run_1/io_fan.png
Drawn at 3 px/µm.
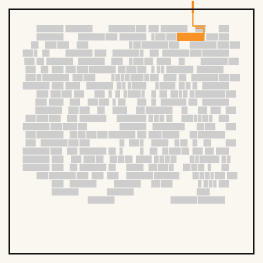
run_1/layer_met2.png
Drawn at 6 px/µm.
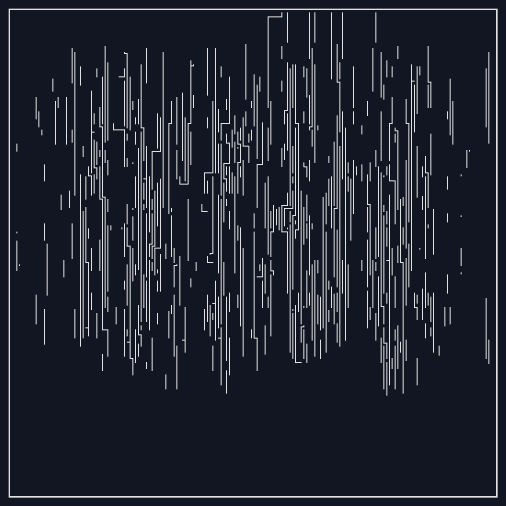
run_1/wires.png
Drawn at 3 px/µm. Two of the layers only.
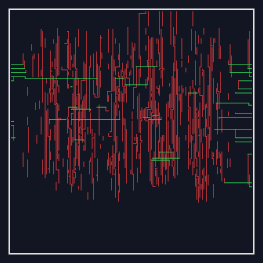
File: src/rtl/note_sequencer_if.sv
// Classifier link: the sequencer (master) drives reset/ok/nota/tom, the classifier (slave) returns fim/tipo.
// cls_ok is a single-cycle qualifier for cls_nota with no back-pressure; cls_fim is level-sampled and ends playback.
interface note_sequencer_if;
    logic       cls_reset;
    logic       cls_ok;
    logic [2:0] cls_nota;
    logic       cls_tom;
    logic       cls_fim;
    logic [1:0] cls_tipo;

    modport master (
        output cls_reset, cls_ok, cls_nota, cls_tom,
        input  cls_fim, cls_tipo
    );

    modport slave (
        input  cls_reset, cls_ok, cls_nota, cls_tom,
        output cls_fim, cls_tipo
    );
endinterface

File: src/rtl/note_sequencer.sv
// Buffers keypad notes and replays them to the classifier as evenly spaced cls_ok strobes, then latches tipo.
// Optional macro SEQ_TIMEOUT_EN adds a TIMEOUT-cycle watchdog on the WAIT state.
module note_sequencer #(
    parameter int DEPTH   = 8,
    parameter int GAP     = 4,
    parameter int TIMEOUT = 16
) (
    input  logic                clk,
    input  logic                reset,
    input  logic                load,
    input  logic [2:0]          note_in,
    input  logic                tom_in,
    input  logic                play,
    input  logic                clear,
    note_sequencer_if.master    cls,
    output logic                busy,
    output logic                done,
    output logic [1:0]          result,
    output logic [3:0]          count,
    output logic                full,
    output logic                err,
    output logic [2:0]          dbg_state
);

    localparam int AW = (DEPTH > 1) ? $clog2(DEPTH) : 1;
    localparam int GW = (GAP > 1) ? $clog2(GAP) : 1;
    localparam logic [GW-1:0] GAP_LAST  = GW'(GAP - 1);
    localparam logic [3:0]    DEPTH_CNT = 4'(DEPTH);

    typedef enum logic [2:0] {
        S_IDLE = 3'd0,
        S_CLR  = 3'd1,
        S_SEND = 3'd2,
        S_GAP  = 3'd3,
        S_WAIT = 3'd4,
        S_DONE = 3'd5
    } state_t;

    state_t        state, state_next;
    logic [3:0]    idx, idx_next;
    logic [GW-1:0] gap_cnt, gap_next;
    logic [3:0]    count_next;
    logic          err_next, done_next, tom_next, buf_we;
    logic [1:0]    result_next;
    logic [2:0]    mem [DEPTH];

`ifdef SEQ_TIMEOUT_EN
    localparam int TW = $clog2(TIMEOUT + 1);
    localparam logic [TW-1:0] TMR_LAST = TW'(TIMEOUT - 1);
    logic [TW-1:0] tmr, tmr_next;
`endif

    function automatic logic is_busy(input state_t s);
        return (s == S_CLR) || (s == S_SEND) || (s == S_GAP) || (s == S_WAIT);
    endfunction

    assign dbg_state = state;

    always_comb begin
        state_next  = state;
        idx_next    = idx;
        gap_next    = gap_cnt;
        count_next  = count;
        err_next    = 1'b0;
        done_next   = 1'b0;
        result_next = result;
        tom_next    = cls.cls_tom;
        buf_we      = 1'b0;
`ifdef SEQ_TIMEOUT_EN
        tmr_next    = tmr;
`endif
        if (clear) begin
            // clear wins over everything; a simultaneous load is dropped silently
            state_next = S_IDLE;
            count_next = 4'd0;
            idx_next   = 4'd0;
        end else begin
            if (load && is_busy(state)) err_next = 1'b1;
            case (state)
                S_IDLE, S_DONE: begin
                    if (play) begin
                        if (count == 4'd0) begin
                            err_next = 1'b1;
                        end else begin
                            tom_next   = tom_in;
                            idx_next   = 4'd0;
                            state_next = S_CLR;
                        end
                        if (load) err_next = 1'b1;
                    end else if (load) begin
                        if (note_in != 3'd0 && !full) begin
                            buf_we     = 1'b1;
                            count_next = count + 4'd1;
                        end else begin
                            err_next = 1'b1;
                        end
                    end
                end
                S_CLR: begin
                    state_next = S_SEND;
                end
                S_SEND, S_GAP, S_WAIT: begin
                    if (cls.cls_fim) begin
                        result_next = cls.cls_tipo;
                        done_next   = 1'b1;
                        state_next  = S_DONE;
                    end else if (state == S_SEND) begin
                        gap_next   = GW'(1);
                        state_next = S_GAP;
                    end else if (state == S_GAP) begin
                        if (gap_cnt == GAP_LAST) begin
                            if (idx + 4'd1 == count) begin
                                state_next = S_WAIT;
`ifdef SEQ_TIMEOUT_EN
                                tmr_next   = '0;
`endif
                            end else begin
                                idx_next   = idx + 4'd1;
                                state_next = S_SEND;
                            end
                        end else begin
                            gap_next = gap_cnt + GW'(1);
                        end
                    end else begin
`ifdef SEQ_TIMEOUT_EN
                        if (tmr == TMR_LAST) begin
                            result_next = 2'b00;
                            done_next   = 1'b1;
                            err_next    = 1'b1;
                            state_next  = S_DONE;
                        end else begin
                            tmr_next = tmr + TW'(1);
                        end
`else
                        state_next = S_WAIT;
`endif
                    end
                end
                default: state_next = S_IDLE;
            endcase
        end
    end

    // Outputs are registered from next-state values so they line up with the state they describe.
    always_ff @(posedge clk or posedge reset) begin
        if (reset) begin
            state         <= S_IDLE;
            idx           <= 4'd0;
            gap_cnt       <= '0;
            count         <= 4'd0;
            full          <= 1'b0;
            err           <= 1'b0;
            done          <= 1'b0;
            result        <= 2'd0;
            busy          <= 1'b0;
            cls.cls_reset <= 1'b0;
            cls.cls_ok    <= 1'b0;
            cls.cls_nota  <= 3'd0;
            cls.cls_tom   <= 1'b0;
            for (int i = 0; i < DEPTH; i++) mem[i] <= 3'd0;
`ifdef SEQ_TIMEOUT_EN
            tmr           <= '0;
`endif
        end else begin
            state         <= state_next;
            idx           <= idx_next;
            gap_cnt       <= gap_next;
            count         <= count_next;
            full          <= (count_next == DEPTH_CNT);
            err           <= err_next;
            done          <= done_next;
            result        <= result_next;
            busy          <= is_busy(state_next);
            cls.cls_reset <= (state_next == S_CLR);
            cls.cls_ok    <= (state_next == S_SEND);
            cls.cls_tom   <= tom_next;
            if (state_next == S_SEND) cls.cls_nota <= mem[idx_next[AW-1:0]];
            if (buf_we) mem[count[AW-1:0]] <= note_in;
`ifdef SEQ_TIMEOUT_EN
            tmr           <= tmr_next;
`endif
        end
    end

endmodule

File: src/flat_wrapper.sv
// flat-port wrapper written by rule: the top's interface ports become plain ports
module note_sequencer_flat 
#(
    parameter int DEPTH   = 8,
    parameter int GAP     = 4,
    parameter int TIMEOUT = 16
)
  (clk, reset, load, note_in, tom_in, play, clear, busy, done, result, count, full, err, dbg_state, cls_cls_reset, cls_cls_ok, cls_cls_nota, cls_cls_tom, cls_cls_fim, cls_cls_tipo);
  note_sequencer_if cls_i ();
  input  logic clk;
  input  logic reset;
  input  logic load;
  input  logic [2:0] note_in;
  input  logic tom_in;
  input  logic play;
  input  logic clear;
  output logic busy;
  output logic done;
  output logic [1:0] result;
  output logic [3:0] count;
  output logic full;
  output logic err;
  output logic [2:0] dbg_state;
  output wire logic [$bits(cls_i.cls_reset)-1:0] cls_cls_reset;
  output wire logic [$bits(cls_i.cls_ok)-1:0] cls_cls_ok;
  output wire logic [$bits(cls_i.cls_nota)-1:0] cls_cls_nota;
  output wire logic [$bits(cls_i.cls_tom)-1:0] cls_cls_tom;
  input wire logic [$bits(cls_i.cls_fim)-1:0] cls_cls_fim;
  input wire logic [$bits(cls_i.cls_tipo)-1:0] cls_cls_tipo;
  assign cls_cls_reset = cls_i.cls_reset;
  assign cls_cls_ok = cls_i.cls_ok;
  assign cls_cls_nota = cls_i.cls_nota;
  assign cls_cls_tom = cls_i.cls_tom;
  assign cls_i.cls_fim = cls_cls_fim;
  assign cls_i.cls_tipo = cls_cls_tipo;
  note_sequencer #(.DEPTH(DEPTH), .GAP(GAP), .TIMEOUT(TIMEOUT)) u_core (.clk(clk), .reset(reset), .load(load), .note_in(note_in), .tom_in(tom_in), .play(play), .clear(clear), .cls(cls_i), .busy(busy), .done(done), .result(result), .count(count), .full(full), .err(err), .dbg_state(dbg_state));
endmodule
File: config.mk
export PLATFORM = sky130hd
export DESIGN_NAME = note_sequencer_flat
export DESIGN_NICKNAME = d
export VERILOG_FILES = /design/src/rtl/note_sequencer_if.sv /design/src/rtl/note_sequencer.sv /design/src/flat_wrapper.sv
export SDC_FILE = /design/constraint.sdc
export NUM_CORES = 1
export LEC_CHECK = 0
export CORE_MARGIN = 4
export CORE_UTILIZATION = 50
export CTS_CLUSTER_DIAMETER = 150
export DETAILED_ROUTE_END_ITERATION = 10
export HOLD_SLACK_MARGIN = 0.03
export PLACE_DENSITY = 0.83
export SKIP_LAST_GASP = 1
export SYNTH_ARGS = -nofsm -noshare
export SYNTH_HDL_FRONTEND = slang
export SYNTH_SLANG_ARGS = --single-unit
File: constraint.sdc
create_clock -name clk -period 3.3 [get_ports clk]
set_clock_uncertainty 0.1 [all_clocks]
set_input_delay 0.825 -clock clk [delete_from_list [all_inputs] [get_ports clk]]
set_output_delay 0.825 -clock clk [all_outputs]
set_load 0.05 [all_outputs]
==> results.toml, run 1 <==
# yosys + openroad results
[final_timing]
period_minus_slack_ns = 3.00
slew_viol_final = 0
slew_headroom = 0.588
rsz0062_at_grt = "no"
setup_violations = 0
max_clock_freq_ghz = 0.333

[clocking]
ctsResizeCount = 0
cts_tree = "built"
hold_buffers = 0
cts_max_path_buffers = 2

[drt]
top_layer = "met4"
dr.pass1.iters = 4
met3_length_um = 222
via_per_inst = 5.64

[die]
chipArea_um2 = 6570
fp_util = 0.519

[worst_setup_path]
r2r_slack_ns = 0.39
r2r_start = "u_core.idx[0]"

[cells_and_area]
top_register = "u_core.mem"
inv_count = 9
seq_share = 0.384
clock_tree_area_fraction = 0.0364
comb_area_um2 = 1340
buf_share = 0.124
largest_reg_flops = 24
ff_count = 49
areaGrowthSynthToFinish_pct = 19.9
final_cell_mix = "49 x dfrtp_1, 30 x clkdlybuf4s50_1, 27 x mux2_2"
drive_gt1_frac = 0.281
final_cells = 333
insertedDiodeCount = 0
flop_area_um2 = 1230

[synthesis]
yosys.cell_count.top_type = "dfrtp_1"
edf_count = 0
synth_area_leader_cell = "dfrtp_1"
synth-main-ff-cell = "dfrtp_1"
yosys_cells = 220
synth_chip_area_um2 = 2670
synth-seq-cells = 49

[pwr]
sw_frac_of_total = 0.350

[placed_design]
dpl-instance-area_um2 = 3080

[grt]
overflow = 0
grt_pass1_vias = 1810
top_usage_layer = "met2"
use_met1 = 0.239

[flow_run]
cap_violations = 0

[outcome]
status = "finished clean"

[hold_path]
min_path_type = "reg2reg"
-- io_fan.png (at the start) --
| colour | port | bits | direction | edge | end cells | buffers | wire |
|---|---|---|---|---|---|---|---|
| orange | cls_cls_reset | 1 | output | top | 1 | 1 | 13.9 µm |
I/O Pins: 31
number of port buffers: 30

-- layer_met2.png (at the start) --
longest straight run: 35.4 µm
nets with wire on the layer: 244
via count: 1,879
WL final: 5430 µm
GR Layer Usage met2: 0.301

-- wires.png (at the start) --
| colour | layer | wire length |
|---|---|---|
| red | metal 2 | 2,700 µm |
| green | metal 3 | 222 µm |
routed len/inst: 16.3 µm
gr usage total: 0.178

run_1/io_placement.png
Drawn at 6 px/µm. Pins as bars across the die edge, other pins in grey.
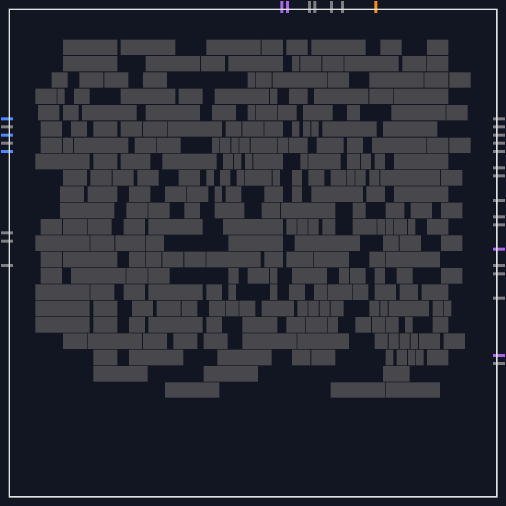

==> run 2, diff against run 1 <==
--- a/config.mk
+++ b/config.mk
@@ -10,7 +10,8 @@
 export CTS_CLUSTER_DIAMETER = 150
 export DETAILED_ROUTE_END_ITERATION = 10
 export HOLD_SLACK_MARGIN = 0.03
-export PLACE_DENSITY = 0.83
+export MAX_ROUTING_LAYER = met4
+export PLACE_DENSITY = 0.86
 export SKIP_LAST_GASP = 1
 export SYNTH_ARGS = -nofsm -noshare
 export SYNTH_HDL_FRONTEND = slang
==> constraint.sdc (replaced) <==
create_clock -name clk -period 2.5 [get_ports clk]
set_clock_uncertainty 0.1 [all_clocks]
set_input_delay 0.625 -clock clk [delete_from_list [all_inputs] [get_ports clk]]
set_output_delay 0.625 -clock clk [all_outputs]
set_load 0.05 [all_outputs]
run_2/io_placement.png
Drawn at 6 px/µm. Pins as bars across the die edge, other pins in grey.
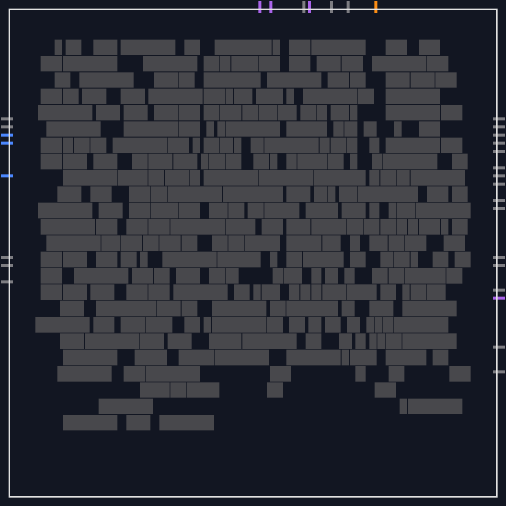
| colour | port | pins | direction | edge |
|---|---|---|---|---|
| purple | count | 4 | output | 3 top, 1 right |
| blue | note_in | 3 | input | left |
| orange | cls_cls_reset | 1 | output | top |
Die Span Y: 81.0 µm
die span in x: 81.0 µm

==> run 2 against run 1 <==
  * The flow now finishes with violations (setup timing)
  * Worst setup slack got worse by 0.41 ns
  * Cell count rose by 11%
  * Core utilization rose by 7.7 points
  * Synthesized cell count did not move
  * Via count rose by 12%
  * Hold slack got worse by 0.0074 ns
  * Clock-buffer cell count fell by 1
  * Critical endpoint is now u_core.cls.cls_nota[1]
  * Largest cell class unchanged
==> results.toml, run 2 <==
# yosys + openroad results
[cells_and_area]
areaGrowthSynthToFinish_pct = 34.7
final_cells = 370
largest_reg_flops = 24
clock_tree_area_fraction = 0.0240
insertedDiodeCount = 0
flop_area_um2 = 1230
seq_share = 0.342
inv_count = 9
comb_area_um2 = 1480
clkbuf_count = 6
buf_share = 0.189
final_cell_mix = "51 x buf_4, 47 x dfrtp_1, 27 x mux2_2, 24 x clkdlybuf4s50_1, 13 x mux2i_1"
top_register = "u_core.mem"

[synthesis]
synth_area_leader_cell = "dfrtp_1"
synth-main-ff-cell = "dfrtp_1"
syn-instance-count = 220
synth_chip_area_um2 = 2670
edf_count = 0
yosys.cell_count.top_type = "dfrtp_1"
synth-seq-cells = 49
yosys_cells = 220

[grt]
grt_use_total = 0.229
grt_pass1_vias = 2198
overflow = 0
use_met1 = 0.267

[die]
ios = 31
fp-row-count = 26
fp_util = 0.519

[clocking]
hold_buffers = 0
cts_max_path_buffers = 2
ctsResizeCount = 13
cts_tree = "built"

[drt]
met3_length_um = 266
via_per_inst = 5.68
top_layer = "met4"
detail_route.wl_per_cell_um = 18.5

[pwr]
sw_frac_of_total = 0.381

[worst_setup_path]
r2r_slack_ns = -0.12
path_max_fanout = 5
r2r_start = "u_core.idx[1]"

[final_timing]
max_clock_freq_ghz = 0.382
rsz0062_at_grt = "yes"
period_minus_slack_ns = 2.62
slew_headroom = 0.660
fin_ws_ns = -0.116
setup_violations = 3

[outcome]
status = "complete, but fails checks"
violations = "setup timing"

[flow_run]
cap_violations = 0

[placed_design]
portBuffers = 30
dpl-instance-area_um2 = 3290
dp_cells = 349

[hold_path]
min_path_type = "reg2reg"
run_2/layer_met2.png
Drawn at 6 px/µm.
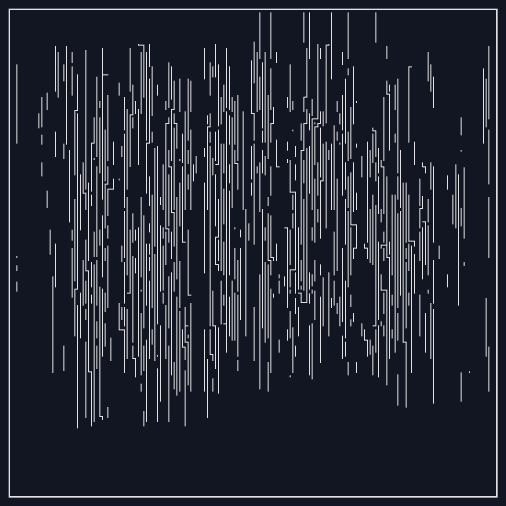
nets with wire on the layer: 290
main direction: vertical
longest straight run: 40.1 µm
wire length on this layer: 3,520 µm
share of all routed wire: 52%
via count: 2,100
GR Layer Usage met2: 0.386
WL final: 6830 µm

run_2/io_fan.png
Drawn at 3 px/µm.
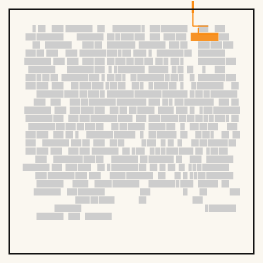

==> run 3, diff against run 2 <==
--- a/config.mk
+++ b/config.mk
@@ -12,7 +12,6 @@
 export HOLD_SLACK_MARGIN = 0.03
 export MAX_ROUTING_LAYER = met4
 export PLACE_DENSITY = 0.86
-export SKIP_LAST_GASP = 1
 export SYNTH_ARGS = -nofsm -noshare
 export SYNTH_HDL_FRONTEND = slang
 export SYNTH_SLANG_ARGS = --single-unit
run_3/io_fan.png
Drawn at 3 px/µm.
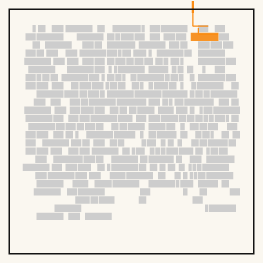

run_3/layer_met2.png
Drawn at 6 px/µm.
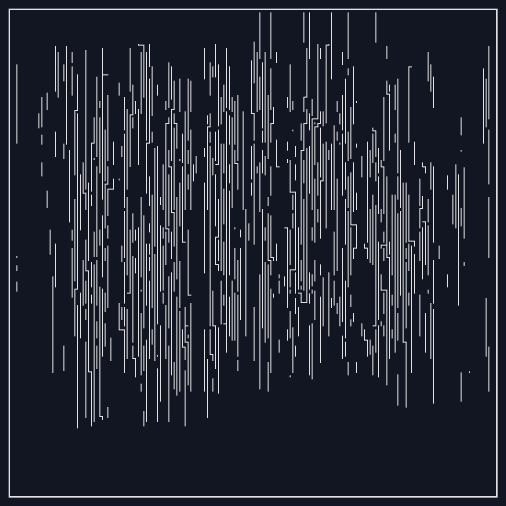

==> run 3 against run 2 <==
  * The run still ends with setup timing left
  * Cell count did not move
  * Hold slack unchanged
  * Sequential share of layout area about the same
  * Final area about the same
  * Sequential power barely moved
  * Synthesized cell count unchanged
  * Worst setup slack did not move
==> results.toml, run 3 <==
# yosys + openroad results
[outcome]
status = "complete, but fails checks"
violations = "setup timing"

[synthesis]
edf_count = 0
yosys_cells = 220
synth_area_leader_cell = "dfrtp_1"
synth-main-ff-cell = "dfrtp_1"

[placed_design]
portBuffers = 30
dp_cells = 349

[grt]
overflow = 0
use_met1 = 0.267

[drt]
detail_route.wl_per_cell_um = 18.5
met3_length_um = 266
via_per_inst = 5.68
top_layer = "met4"
routed_wl_um = 6830
vias = 2100

[worst_setup_path]
path_max_fanout = 5

[cells_and_area]
clkbuf_count = 6
drive_gt1_frac = 0.450
comb_area_um2 = 1480
flop_area_um2 = 1230
seq_share = 0.342
insertedDiodeCount = 0
areaGrowthSynthToFinish_pct = 34.8
final_cells = 370
largest_reg_flops = 24
inv_count = 9
final_cell_mix = "51 x buf_4, 46 x dfrtp_1, 27 x mux2_2, 24 x clkdlybuf4s50_1, 13 x mux2i_1"

[final_timing]
rsz0062_at_grt = "yes"
setup_violations = 3
fin_ws_ns = -0.116
period_minus_slack_ns = 2.62
slew_viol_final = 0

[clocking]
ctsResizeCount = 13
cts_tree = "built"
cts_max_path_buffers = 2
hold_buffers = 0

[hold_path]
min_path_type = "reg2reg"

[die]
chipArea_um2 = 6570
ios = 31
fp_util = 0.519
Power and IR drop assume default switching activity.
